File: src/rtl/riscv_muldiv_pkg.sv
`default_nettype none
// ============================================================================
//  Module      : riscv_muldiv_pkg
//  Description : Shared definitions for the RV32M iterative multiply/divide
//                unit: default width, funct3 op encodings, FSM state codes
//                and operand-signedness helpers.
//  Revision    : 1.0 - initial release
// ============================================================================
package riscv_muldiv_pkg;

  localparam int c_XLEN_DEFAULT = 32;

  typedef logic [2:0] funct3_t;

  // RV32M funct3 encodings
  localparam funct3_t c_F3_MUL    = 3'd0;
  localparam funct3_t c_F3_MULH   = 3'd1;
  localparam funct3_t c_F3_MULHSU = 3'd2;
  localparam funct3_t c_F3_MULHU  = 3'd3;
  localparam funct3_t c_F3_DIV    = 3'd4;
  localparam funct3_t c_F3_DIVU   = 3'd5;
  localparam funct3_t c_F3_REM    = 3'd6;
  localparam funct3_t c_F3_REMU   = 3'd7;

  // FSM state encoding
  localparam logic [1:0] c_ST_IDLE = 2'd0;
  localparam logic [1:0] c_ST_CALC = 2'd1;
  localparam logic [1:0] c_ST_FIX  = 2'd2;
  localparam logic [1:0] c_ST_DONE = 2'd3;

  // operand_a is interpreted as signed for MULH, MULHSU, DIV, REM
  function automatic logic f_a_signed(input funct3_t f3);
    return (f3 == c_F3_MULH) || (f3 == c_F3_MULHSU) ||
           (f3 == c_F3_DIV)  || (f3 == c_F3_REM);
  endfunction

  // operand_b is interpreted as signed for MULH, DIV, REM
  function automatic logic f_b_signed(input funct3_t f3);
    return (f3 == c_F3_MULH) || (f3 == c_F3_DIV) || (f3 == c_F3_REM);
  endfunction

endpackage
`default_nettype wire

File: src/rtl/riscv_muldiv_if.sv
`default_nettype none
// ============================================================================
//  Module      : riscv_muldiv_if
//  Description : Request/response bundle of the multiply/divide unit.
//                master : issuing pipeline (drives start/flush/op/operands)
//                slave  : riscv_muldiv (drives busy/done/result)
//  Ports       : start, flush, funct3, operand_a, operand_b  (master->slave)
//                busy, done, result                          (slave->master)
//  Revision    : 1.0 - initial release
// ============================================================================
interface riscv_muldiv_if #(
  parameter int XLEN = riscv_muldiv_pkg::c_XLEN_DEFAULT
) ();
  logic            start;
  logic            flush;
  logic [2:0]      funct3;
  logic [XLEN-1:0] operand_a;
  logic [XLEN-1:0] operand_b;
  logic            busy;
  logic            done;
  logic [XLEN-1:0] result;

  modport master (
    output start, flush, funct3, operand_a, operand_b,
    input  busy, done, result
  );

  modport slave (
    input  start, flush, funct3, operand_a, operand_b,
    output busy, done, result
  );
endinterface
`default_nettype wire

File: src/rtl/riscv_div_step.sv
`default_nettype none
// ============================================================================
//  Module      : riscv_div_step
//  Description : One restoring-division iteration. Shifts the next dividend
//                bit (MSB of i_quo) into the partial remainder, subtracts the
//                divisor when it fits and shifts the quotient bit into o_quo.
//  Ports       : i_rem (partial remainder), i_quo (dividend/quotient shift
//                register), i_div (divisor) -> o_rem, o_quo
//  Revision    : 1.0 - initial release
// ============================================================================
module riscv_div_step #(
  parameter int XLEN = 32
) (
  input  wire logic [XLEN-1:0] i_rem,
  input  wire logic [XLEN-1:0] i_quo,
  input  wire logic [XLEN-1:0] i_div,
  output logic      [XLEN-1:0] o_rem,
  output logic      [XLEN-1:0] o_quo
);
  logic [XLEN:0] w_part;
  logic [XLEN:0] w_diff;

  assign w_part = {i_rem, i_quo[XLEN-1]};
  assign w_diff = w_part - {1'b0, i_div};

  // The partial remainder stays below the divisor, so a borrow shows up in
  // the top bit of the difference and the kept remainder always fits XLEN.
  assign o_rem = w_diff[XLEN] ? w_part[XLEN-1:0] : w_diff[XLEN-1:0];
  assign o_quo = {i_quo[XLEN-2:0], ~w_diff[XLEN]};
endmodule
`default_nettype wire

File: src/rtl/riscv_muldiv.sv
`default_nettype none
// ============================================================================
//  Module      : riscv_muldiv
//  Description : Iterative RV32M multiply/divide unit. One shared FSM runs a
//                shift-add multiply or restoring divide over operand
//                magnitudes for XLEN cycles, then applies sign correction.
//                Divide-by-zero and signed overflow complete immediately.
//  Ports       : clk, rst (async, active-high), bus (riscv_muldiv_if.slave)
//  Revision    : 1.0 - initial release
// ============================================================================
module riscv_muldiv
  import riscv_muldiv_pkg::*;
#(
  parameter int XLEN = c_XLEN_DEFAULT
) (
  input wire logic       clk,
  input wire logic       rst,
  riscv_muldiv_if.slave  bus
);
  localparam int              c_CNT_W    = $clog2(XLEN);
  localparam logic [c_CNT_W-1:0] c_CNT_LAST = c_CNT_W'(XLEN - 1);
  localparam logic [XLEN-1:0] c_MIN_NEG  = {1'b1, {(XLEN-1){1'b0}}};

  logic [1:0]         r_state;
  logic [c_CNT_W-1:0] r_cnt;
  logic [2:0]         r_f3;
  logic [XLEN-1:0]    r_hi;      // product high half / partial remainder
  logic [XLEN-1:0]    r_lo;      // multiplier->product low / dividend->quotient
  logic [XLEN-1:0]    r_opnd;    // multiplicand / divisor magnitude
  logic               r_neg_res; // negate product or quotient in FIX
  logic               r_neg_rem; // negate remainder in FIX
  logic [XLEN-1:0]    r_result;

  // ---- request decode ------------------------------------------------------
  logic            w_a_neg, w_b_neg, w_is_div, w_div_zero, w_ovf;
  logic [XLEN-1:0] w_a_mag, w_b_mag, w_fast_res;

  assign w_a_neg    = f_a_signed(bus.funct3) & bus.operand_a[XLEN-1];
  assign w_b_neg    = f_b_signed(bus.funct3) & bus.operand_b[XLEN-1];
  assign w_a_mag    = w_a_neg ? -bus.operand_a : bus.operand_a;
  assign w_b_mag    = w_b_neg ? -bus.operand_b : bus.operand_b;
  assign w_is_div   = bus.funct3[2];
  assign w_div_zero = w_is_div && (bus.operand_b == '0);
  // DIV/REM only (funct3[0]==0): MIN / -1 overflows
  assign w_ovf      = w_is_div && !bus.funct3[0] &&
                      (bus.operand_a == c_MIN_NEG) && (bus.operand_b == '1);
  // funct3[1] selects the remainder for divide ops
  assign w_fast_res = w_div_zero ? (bus.funct3[1] ? bus.operand_a : '1)
                                 : (bus.funct3[1] ? '0 : bus.operand_a);

  // ---- iteration datapath --------------------------------------------------
  logic [XLEN:0]   w_mul_sum;
  logic [XLEN-1:0] w_div_rem, w_div_quo;

  assign w_mul_sum = {1'b0, r_hi} + (r_lo[0] ? {1'b0, r_opnd} : '0);

  riscv_div_step #(.XLEN(XLEN)) u_div_step (
    .i_rem (r_hi),
    .i_quo (r_lo),
    .i_div (r_opnd),
    .o_rem (w_div_rem),
    .o_quo (w_div_quo)
  );

  // ---- sign correction and result select -----------------------------------
  logic [2*XLEN-1:0] w_prod_s;
  logic [XLEN-1:0]   w_quo_s, w_rem_s, w_fix_res;

  assign w_prod_s  = r_neg_res ? -{r_hi, r_lo} : {r_hi, r_lo};
  assign w_quo_s   = r_neg_res ? -r_lo : r_lo;
  assign w_rem_s   = r_neg_rem ? -r_hi : r_hi;
  assign w_fix_res = r_f3[2] ? (r_f3[1] ? w_rem_s : w_quo_s)
                             : ((r_f3 == c_F3_MUL) ? w_prod_s[XLEN-1:0]
                                                   : w_prod_s[2*XLEN-1:XLEN]);

  // ---- shared sequencer ----------------------------------------------------
  always_ff @(posedge clk or posedge rst) begin
    if (rst) begin
      r_state   <= c_ST_IDLE;
      r_cnt     <= '0;
      r_f3      <= '0;
      r_hi      <= '0;
      r_lo      <= '0;
      r_opnd    <= '0;
      r_neg_res <= 1'b0;
      r_neg_rem <= 1'b0;
      r_result  <= '0;
    end else if (bus.flush) begin
      r_state <= c_ST_IDLE;
      r_cnt   <= '0;
    end else begin
      case (r_state)
        c_ST_IDLE: begin
          if (bus.start) begin
            r_f3      <= bus.funct3;
            r_cnt     <= '0;
            r_hi      <= '0;
            r_neg_res <= w_a_neg ^ w_b_neg;
            r_neg_rem <= w_a_neg;
            // multiply shifts the multiplier out of r_lo; divide shifts the
            // dividend out of r_lo
            r_lo      <= w_is_div ? w_a_mag : w_b_mag;
            r_opnd    <= w_is_div ? w_b_mag : w_a_mag;
            if (w_div_zero || w_ovf) begin
              r_result <= w_fast_res;
              r_state  <= c_ST_DONE;
            end else begin
              r_state  <= c_ST_CALC;
            end
          end
        end
        c_ST_CALC: begin
          if (r_f3[2]) begin
            r_hi <= w_div_rem;
            r_lo <= w_div_quo;
          end else begin
            {r_hi, r_lo} <= {w_mul_sum, r_lo[XLEN-1:1]};
          end
          if (r_cnt == c_CNT_LAST) begin
            r_cnt   <= '0;
            r_state <= c_ST_FIX;
          end else begin
            r_cnt   <= r_cnt + c_CNT_W'(1);
          end
        end
        c_ST_FIX: begin
          r_result <= w_fix_res;
          r_state  <= c_ST_DONE;
        end
        c_ST_DONE: r_state <= c_ST_IDLE;
        default:   r_state <= c_ST_IDLE;
      endcase
    end
  end

  assign bus.busy   = (r_state != c_ST_IDLE);
  assign bus.done   = (r_state == c_ST_DONE);
  assign bus.result = r_result;
endmodule
`default_nettype wire

File: src/flat_wrapper.sv
// flat-port wrapper written by rule: the top's interface ports become plain ports
module riscv_muldiv_flat import riscv_muldiv_pkg::*;
#(
  parameter int XLEN = c_XLEN_DEFAULT
)
  (clk, rst, bus_start, bus_flush, bus_funct3, bus_operand_a, bus_operand_b, bus_busy, bus_done, bus_result);
  riscv_muldiv_if #(.XLEN(XLEN)) bus_i ();
  input wire logic clk;
  input wire logic rst;
  input wire logic [$bits(bus_i.start)-1:0] bus_start;
  input wire logic [$bits(bus_i.flush)-1:0] bus_flush;
  input wire logic [$bits(bus_i.funct3)-1:0] bus_funct3;
  input wire logic [$bits(bus_i.operand_a)-1:0] bus_operand_a;
  input wire logic [$bits(bus_i.operand_b)-1:0] bus_operand_b;
  output wire logic [$bits(bus_i.busy)-1:0] bus_busy;
  output wire logic [$bits(bus_i.done)-1:0] bus_done;
  output wire logic [$bits(bus_i.result)-1:0] bus_result;
  assign bus_i.start = bus_start;
  assign bus_i.flush = bus_flush;
  assign bus_i.funct3 = bus_funct3;
  assign bus_i.operand_a = bus_operand_a;
  assign bus_i.operand_b = bus_operand_b;
  assign bus_busy = bus_i.busy;
  assign bus_done = bus_i.done;
  assign bus_result = bus_i.result;
  riscv_muldiv #(.XLEN(XLEN)) u_core (.clk(clk), .rst(rst), .bus(bus_i));
endmodule
File: config.mk
export PLATFORM = sky130hd
export DESIGN_NAME = riscv_muldiv_flat
export DESIGN_NICKNAME = d
export VERILOG_FILES = /design/src/rtl/riscv_muldiv_pkg.sv /design/src/rtl/riscv_muldiv_if.sv /design/src/rtl/riscv_div_step.sv /design/src/rtl/riscv_muldiv.sv /design/src/flat_wrapper.sv
export SDC_FILE = /design/constraint.sdc
export NUM_CORES = 1
export LEC_CHECK = 0
export CAP_MARGIN = 20
export CORE_ASPECT_RATIO = 2
export CORE_MARGIN = 2
export CORE_UTILIZATION = 60
export DETAILED_ROUTE_END_ITERATION = 8
export GPL_TIMING_DRIVEN = 0
export HOLD_SLACK_MARGIN = 0.12
export MAX_ROUTING_LAYER = met4
export PLACE_DENSITY = 0.78
export SLEW_MARGIN = 10
export SYNTH_ARGS = -nofsm -noshare
export SYNTH_HDL_FRONTEND = slang
export SYNTH_SLANG_ARGS = --single-unit
File: constraint.sdc
create_clock -name clk -period 6.5 [get_ports clk]
set_input_delay 1.3 -clock clk [delete_from_list [all_inputs] [get_ports clk]]
set_output_delay 1.3 -clock clk [all_outputs]
set_load 0.05 [all_outputs]
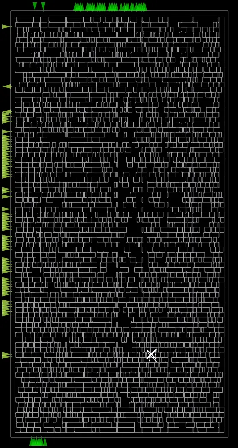
(run_1/final_placement.png)
FFs & Latches: 140
Core ar.: 25700 µm²
Non-Filler Instances: 2577
Tapcells: 340
utilization after layout: 69.0%

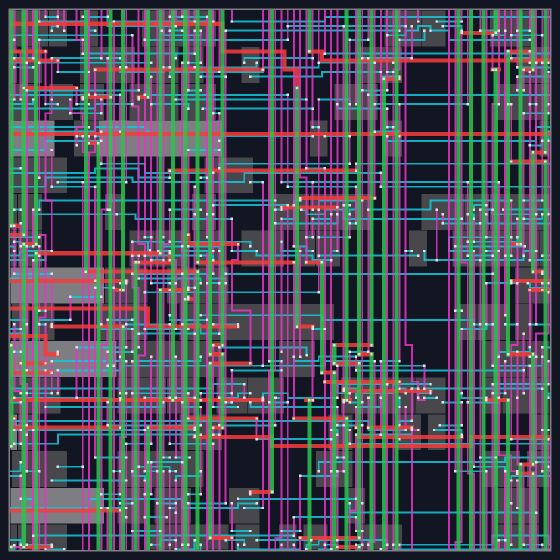
(run_1/zoom.png)
Region (39, 96) to (79, 136) µm. Cells in gray, sequential cells in the stronger gray; small squares are vias.
Key: magenta = met2; green = met4; red = met3; cyan = met1
100 logic cells have their middle in the window. Sequential cells in the window: 4. Most frequent: nand2_1 (10), o21ai_0 (8). Netlist names of flops here include u_core.r_lo (4).

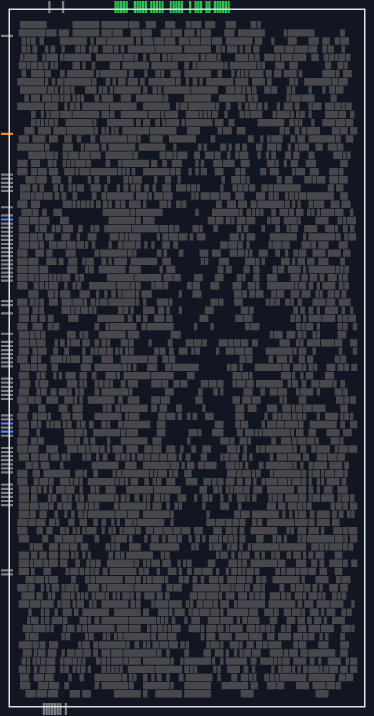
(run_1/pins.png)
(3 px per µm) Pins as bars across the die edge, other pins in gray.
Key: green = bus_result [pins 32, direction output, edge top]; orange = bus_busy [pins 1, direction output, edge left]; blue = bus_funct3 [pins 3, direction input, edge left]
PortBufs: 102
Die Ht: 232 µm

[run 1: registers in the layout (all words and copies together) (netlist names)]
register	flops
u_core.bus.result	32
u_core.r_state	2
u_core.r_cnt	5
u_core.r_neg_res	1
u_core.r_lo	32
u_core.r_hi	32
u_core.r_neg_rem	1
u_core.r_opnd	32
u_core.r_f3	3
[run 1: routing by layer]
metal / GRT usage, % / wire (µm) / up-vias / part of all wire (%)
met3: 13.4 / 5630 / 562 / 8.2
met2: 83.6 / 32400 / 1175 / 47
li1: - / - / 7866 / -
met5: - / 0 / - / 0
met1: 46.1 / 21400 / 8223 / 31
met4: 56.8 / 9350 / 0 / 14
[run 1: layout make-up]
type / instances / area (µm²)
Buffer: 155 / 616
Multi-Input combinational cell: 1719 / 11200
Sequential cell: 140 / 3500
Inverter: 79 / 302
Fill cell: 2290 / 7950
Clock buffer: 18 / 439
Clock inverter: 14 / 148
Timing Repair Buffer: 109 / 1080
Antenna cell: 3 / 7.51
Tap cell: 340 / 425
[run 1: through the flow]
step	cells	total power [mW]	cell area, µm²	util, %
2_1_floorplan	2093	6.88	15600	-
5_1_grt	2577	11.3	17700	69.0
3_5_place_dp	2540	9.29	17100	66.7
4_1_cts	2572	10.4	17700	68.9
3_3_place_gp	2535	9.14	17000	66.4
6_report	2577	10.8	17700	69.0
[run 1: where the power goes]
part	switching, mW	internal, mW	leakage (nW)	total (mW)
clock	0.463	0.552	0.286	1.02
combinational	5.33	2.73	5.32	8.05
sequential	0.451	1.26	1.80	1.71
[run 1: Yosys cell counts, types with 26 or more instances]
cell type / number / area (µm²)
a211oi_1: 35 / 263
a21o_1: 40 / 300
a21oi_1: 184 / 921
a22oi_1: 27 / 203
clkbuf_1: 130 / 488
dfrtp_1: 140 / 3500
ha_1: 75 / 938
inv_1: 79 / 297
mux2_2: 34 / 383
mux2i_1: 42 / 420
nand2_1: 225 / 845
nand3_1: 29 / 145
nand4_1: 26 / 163
nor2_1: 195 / 732
nor3_1: 29 / 145
nor4_1: 29 / 181
o21ai_0: 206 / 1030
o31ai_1: 32 / 240
xnor2_1: 89 / 780
xor2_1: 105 / 920
[run 1: layout by cell type (no fill, tap or decap), types with 11 or more instances in the layout]
master,Yosys,final
nand2_1,225,225
o21ai_0,206,206
nor2_1,195,195
a21oi_1,184,184
dfrtp_1,140,140
clkbuf_1,130,130
xor2_1,105,105
clkdlybuf4s50_1,0,102
xnor2_1,89,89
inv_1,79,78
ha_1,75,75
mux2i_1,42,42
a21o_1,40,40
a211oi_1,35,35
mux2_2,34,34
o31ai_1,32,32
nor4_1,29,29
nor3_1,29,29
nand3_1,29,29
a22oi_1,27,27
nand4_1,26,26
maj3_1,22,22
o41ai_1,20,20
nor2b_1,17,17
clkbuf_16,0,17
buf_2,12,16
or4_1,15,15
nand2b_1,15,15
and3_1,14,14
o221ai_1,14,14
or3_1,13,13
a221oi_1,13,13
a31oi_1,13,13
or2_2,12,12
o211ai_1,11,11
o21a_1,11,11
[run 1: worst min-delay path, cell delays in order (launching register included)]
cell and delay [ns]:
dfrtp_1 0.35, nand2_1 0.05, o21ai_0 0.06
==> flow_summary_export.csv, run 1 <==
group,metric,value,unit
status,status,"finished with violations",
status,violations,"DRC",
synth,synth_stat.cells,2093,
placement,dp_hpwl,54200,µm
pwr,ir_drop,0.302,mV
final_timing,finalSetupViolCount,0,
detailed_routing,route.detailed.drc,15,
final_timing,period_used_share,83.1,%
critical_path,worst-path-max-fanout,10,
synth,synthXorXnorAreaFrac,10.9,%
critical_path,cp_slowest_stage_delay,0.70,ns
critical_path,crit_chain,"clkdlybuf4s50_1 > or4_1 > or4_1 > nor4_1 > and2_1 > buf_2 > clkbuf_1 > nor2_1 > nor3_1 > a21oi_1 > o21ai_0",
detailed_routing,vias,17826,
job,maxCapViolations,0,
synth,synthAoiAreaFrac,27.9,%
critical_path,path_buffers,3,
synth,yosys_warnings,0,
critical_path,crit_required,6.87,ns
critical_path,startpoint,"bus_operand_b[24]",
detailed_routing,antenna_left,0,
final_timing,whs,0.485,ns
clocking,clkSlewWorstSetupHoldPaths,0.07,ns
hold_path,min_path_cells,2,
synth,ff_type,"dfrtp_1",
critical_path,reg2reg_depth,13,
final_timing,drv_slew,0,
critical_path,timing.rr.start,"u_core.r_lo[31]",
final_timing,max-slew-margin-rel,20.6,%
synth,netlist_logic_family_top,"AND-OR/OR-AND gates",
critical_path,cp_common_cell,"or4_1",
detailed_routing,wl,68700,µm
final_timing,hold_violations,0,
synth,synthArstFlopShare,100,%
clocking,h-tree-depth,4,
synth,ys_sh_adder,7.68,%
global_routing,overflow,0,
pwr,p_per_area,609,nW/µm²
==> inputs of run 2 (changes only) <==
clock period = 5.2 ns   (was 6.5 ns; I/O delays follow)
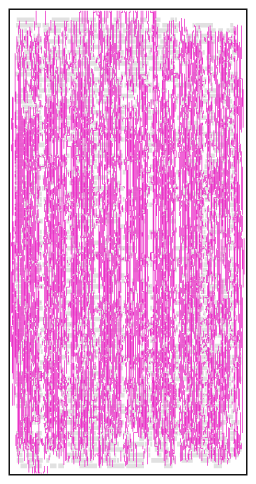
(run_2/met2.png)
(2 px per µm)
The layer holds 47% of the routed length. The longest straight run is 108 µm. 1987 nets have wire on it.

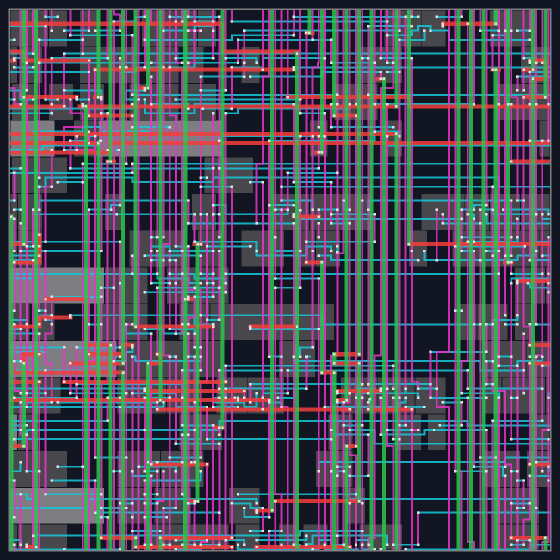
(run_2/zoom.png)
Region (39, 96) to (79, 136) µm. Cells in gray, sequential cells in the stronger gray; small squares are vias.
Key: cyan = met1; red = met3; green = met4; magenta = met2
100 logic cells have their middle in the window. Sequential cells in the window: 4. Most frequent: nand2_1 (10), o21ai_0 (8). Netlist names of flops here include u_core.r_lo (4).

==> run 2 against run 1 <==
The run now ends clean. Synthesized cell count is the same. Flip-flop count is the same. Routed wire length grew 0.11%. Worst hold slack lost 0.0020 ns. Worst setup slack lost 1.1 ns. Via count is essentially flat. Core utilization is essentially flat. Cell count is essentially flat. Non-clock buffer count is the same. Power grew 25%. Largest cell class unchanged. Largest power group unchanged.
==> flow_summary_export.csv, run 2 <==
group,metric,value,unit
status,status,"finished clean",
clocking,h-tree-depth,4,
final_timing,period_used_share,99.4,%
cells_and_area,fill_cells,2289,
final_timing,max-slew-margin-rel,21.2,%
floorplanning,core_area,25700,µm²
placement,dp_hpwl,54200,µm
pwr,p_sw_share,57.9,%
pwr,p_per_area,760,nW/µm²
job,maxCapViolations,0,
pwr,p_int,5.67,mW
clocking,cts_buffer_depth,2,
synth,synth_top_area_share,22.5,%
final_timing,hold_violations,0,
cells_and_area,layout_top_cell,"nand2_1",
cells_and_area,flop_area,3500,µm²
synth,synthArstFlopShare,100,%
detailed_routing,wl,68800,µm
critical_path,crit_required,5.57,ns
final_timing,finalSetupViolCount,0,
cells_and_area,layout_top_cells,"nand2_1 (225), o21ai_0 (206), nor2_1 (195), a21oi_1 (184), dfrtp_1 (140)",
synth,ff_type,"dfrtp_1",
pwr,ir_drop,0.377,mV
clocking,cts_num_sinks,140,
placement,gp_congestion,1.11,
pwr,p_switching,7.79,mW
floorplanning,fp-row-count,83,
final_timing,drv_slew,0,
synth,synth_top_cell_by_area,"dfrtp_1",
synth,yosys_warnings,0,
cells_and_area,logic_area,11200,µm²
synth,ys_top_cells_by_count,"nand2_1 (225), o21ai_0 (206), nor2_1 (195), a21oi_1 (184), dfrtp_1 (140)",
synth,top_cell,"nand2_1",
synth,synth_stat.cells,2093,
critical_path,worst-path-max-fanout,10,
floorplanning,num_io_pins,105,
synth,top_cells_by_area,"dfrtp_1 (22%), o21ai_0 (6.6%), ha_1 (6.0%), a21oi_1 (5.9%), xor2_1 (5.9%)",
critical_path,cp-start-kind,"input port",
clocking,clkSlewWorstSetupHoldPaths,0.07,ns
pwr,pwr-share-seq,15.9,%
detailed_routing,route.detailed.drc,0,
final_timing,min_period,5.17,ns
detailed_routing,antenna_left,0,
pwr,clkPwrFrac,9.4,%
pwr,combPwrFrac,74.7,%
floorplanning,die_h,232,µm
detailed_routing,vias,17838,
## run 2: worst paths after layout
kind	start	endpoint	slack, ns	cells past startpoint
max in group asynchronous	rst	u_core.bus.result[24]	3.32	3
hold reg to reg	u_core.r_opnd[9]	u_core.r_opnd[9]	0.48	2
min in group asynchronous	rst	u_core.r_lo[6]	1.01	2
hold / removal	u_core.r_opnd[9]	u_core.r_opnd[9]	0.48	2
setup / recovery	bus_operand_b[26]	u_core.bus.result[2]	0.03	11
setup reg to reg	u_core.r_lo[31]	u_core.r_lo[0]	0.15	13
## run 2: worst max-delay path, stage by stage
cell             delay (ns)
clkdlybuf4s50_1        0.49
or4_1                  0.63
or4_1                  0.53
nor4_1                 0.75
and2_1                 0.32
buf_2                  0.26
buf_2                  0.35
a21oi_1                0.12
nor3_1                 0.36
a21oi_1                0.34
o21ai_0                0.33
## run 2: cell families (layout without fill, tap and decap cells)
kind of cell	Yosys count	in the layout	synth area share [%]
compound gates	690	690	27.9
xor+xnor	194	194	10.9
fa+ha+maj	99	99	7.68
buf+inv	234	375	5.85
flops	140	140	22.5
mux	77	77	5.24
other cells	0	4	0
simple gates	659	659	20.0
## run 2: power groups by stage
stage / combinational [mW] / clock (mW) / sequential (mW)
6_report: 10.1 / 1.27 / 2.13
5_1_grt: 10.6 / 1.30 / 2.16
4_1_cts: 9.60 / 1.26 / 2.09
3_5_place_dp: 9.50 / 0 / 2.11
3_3_place_gp: 9.34 / 0 / 2.08
2_1_floorplan: 6.35 / 0 / 2.26
## run 2: area by class of cell
type	instances	share of cell area [%]
diodes	4	0.0565
plain buffers	155	3.48
clock buffers	18	2.48
clock inverters	14	0.834
inverters	79	1.70
multi-input cells	1719	63.1
flip-flops and latches	140	19.8
well taps	340	2.40
repair buffers	109	6.12
## run 2: metrics by stage
| stage | cells | cell area [µm²] | hold WS, ns | util, % | power (mW) |
|---|---|---|---|---|---|
| floorplan | 2093 | 15600 | 0.450 | - | 8.60 |
| global placement | 2535 | 17000 | 0.464 | 66.4 | 11.4 |
| detailed placement | 2540 | 17100 | 0.472 | 66.7 | 11.6 |
| CTS | 2572 | 17700 | 0.486 | 68.9 | 12.9 |
| global route | 2577 | 17700 | 0.520 | 69.0 | 14.1 |
| finish | 2578 | 17700 | 0.483 | 69.0 | 13.5 |
## run 2: metal layers
| metal | wire length (µm) | track usage [%] | vias up |
|---|---|---|---|
| met2 | 32500 | 83.5 | 1190 |
| li1 | - | - | 7857 |
| met3 | 5560 | 14.0 | 539 |
| met5 | 0 | - | - |
| met1 | 21500 | 46.2 | 8252 |
| met4 | 9310 | 56.9 | 0 |
No activity file was given, so power comes from the tool's default toggle rates.
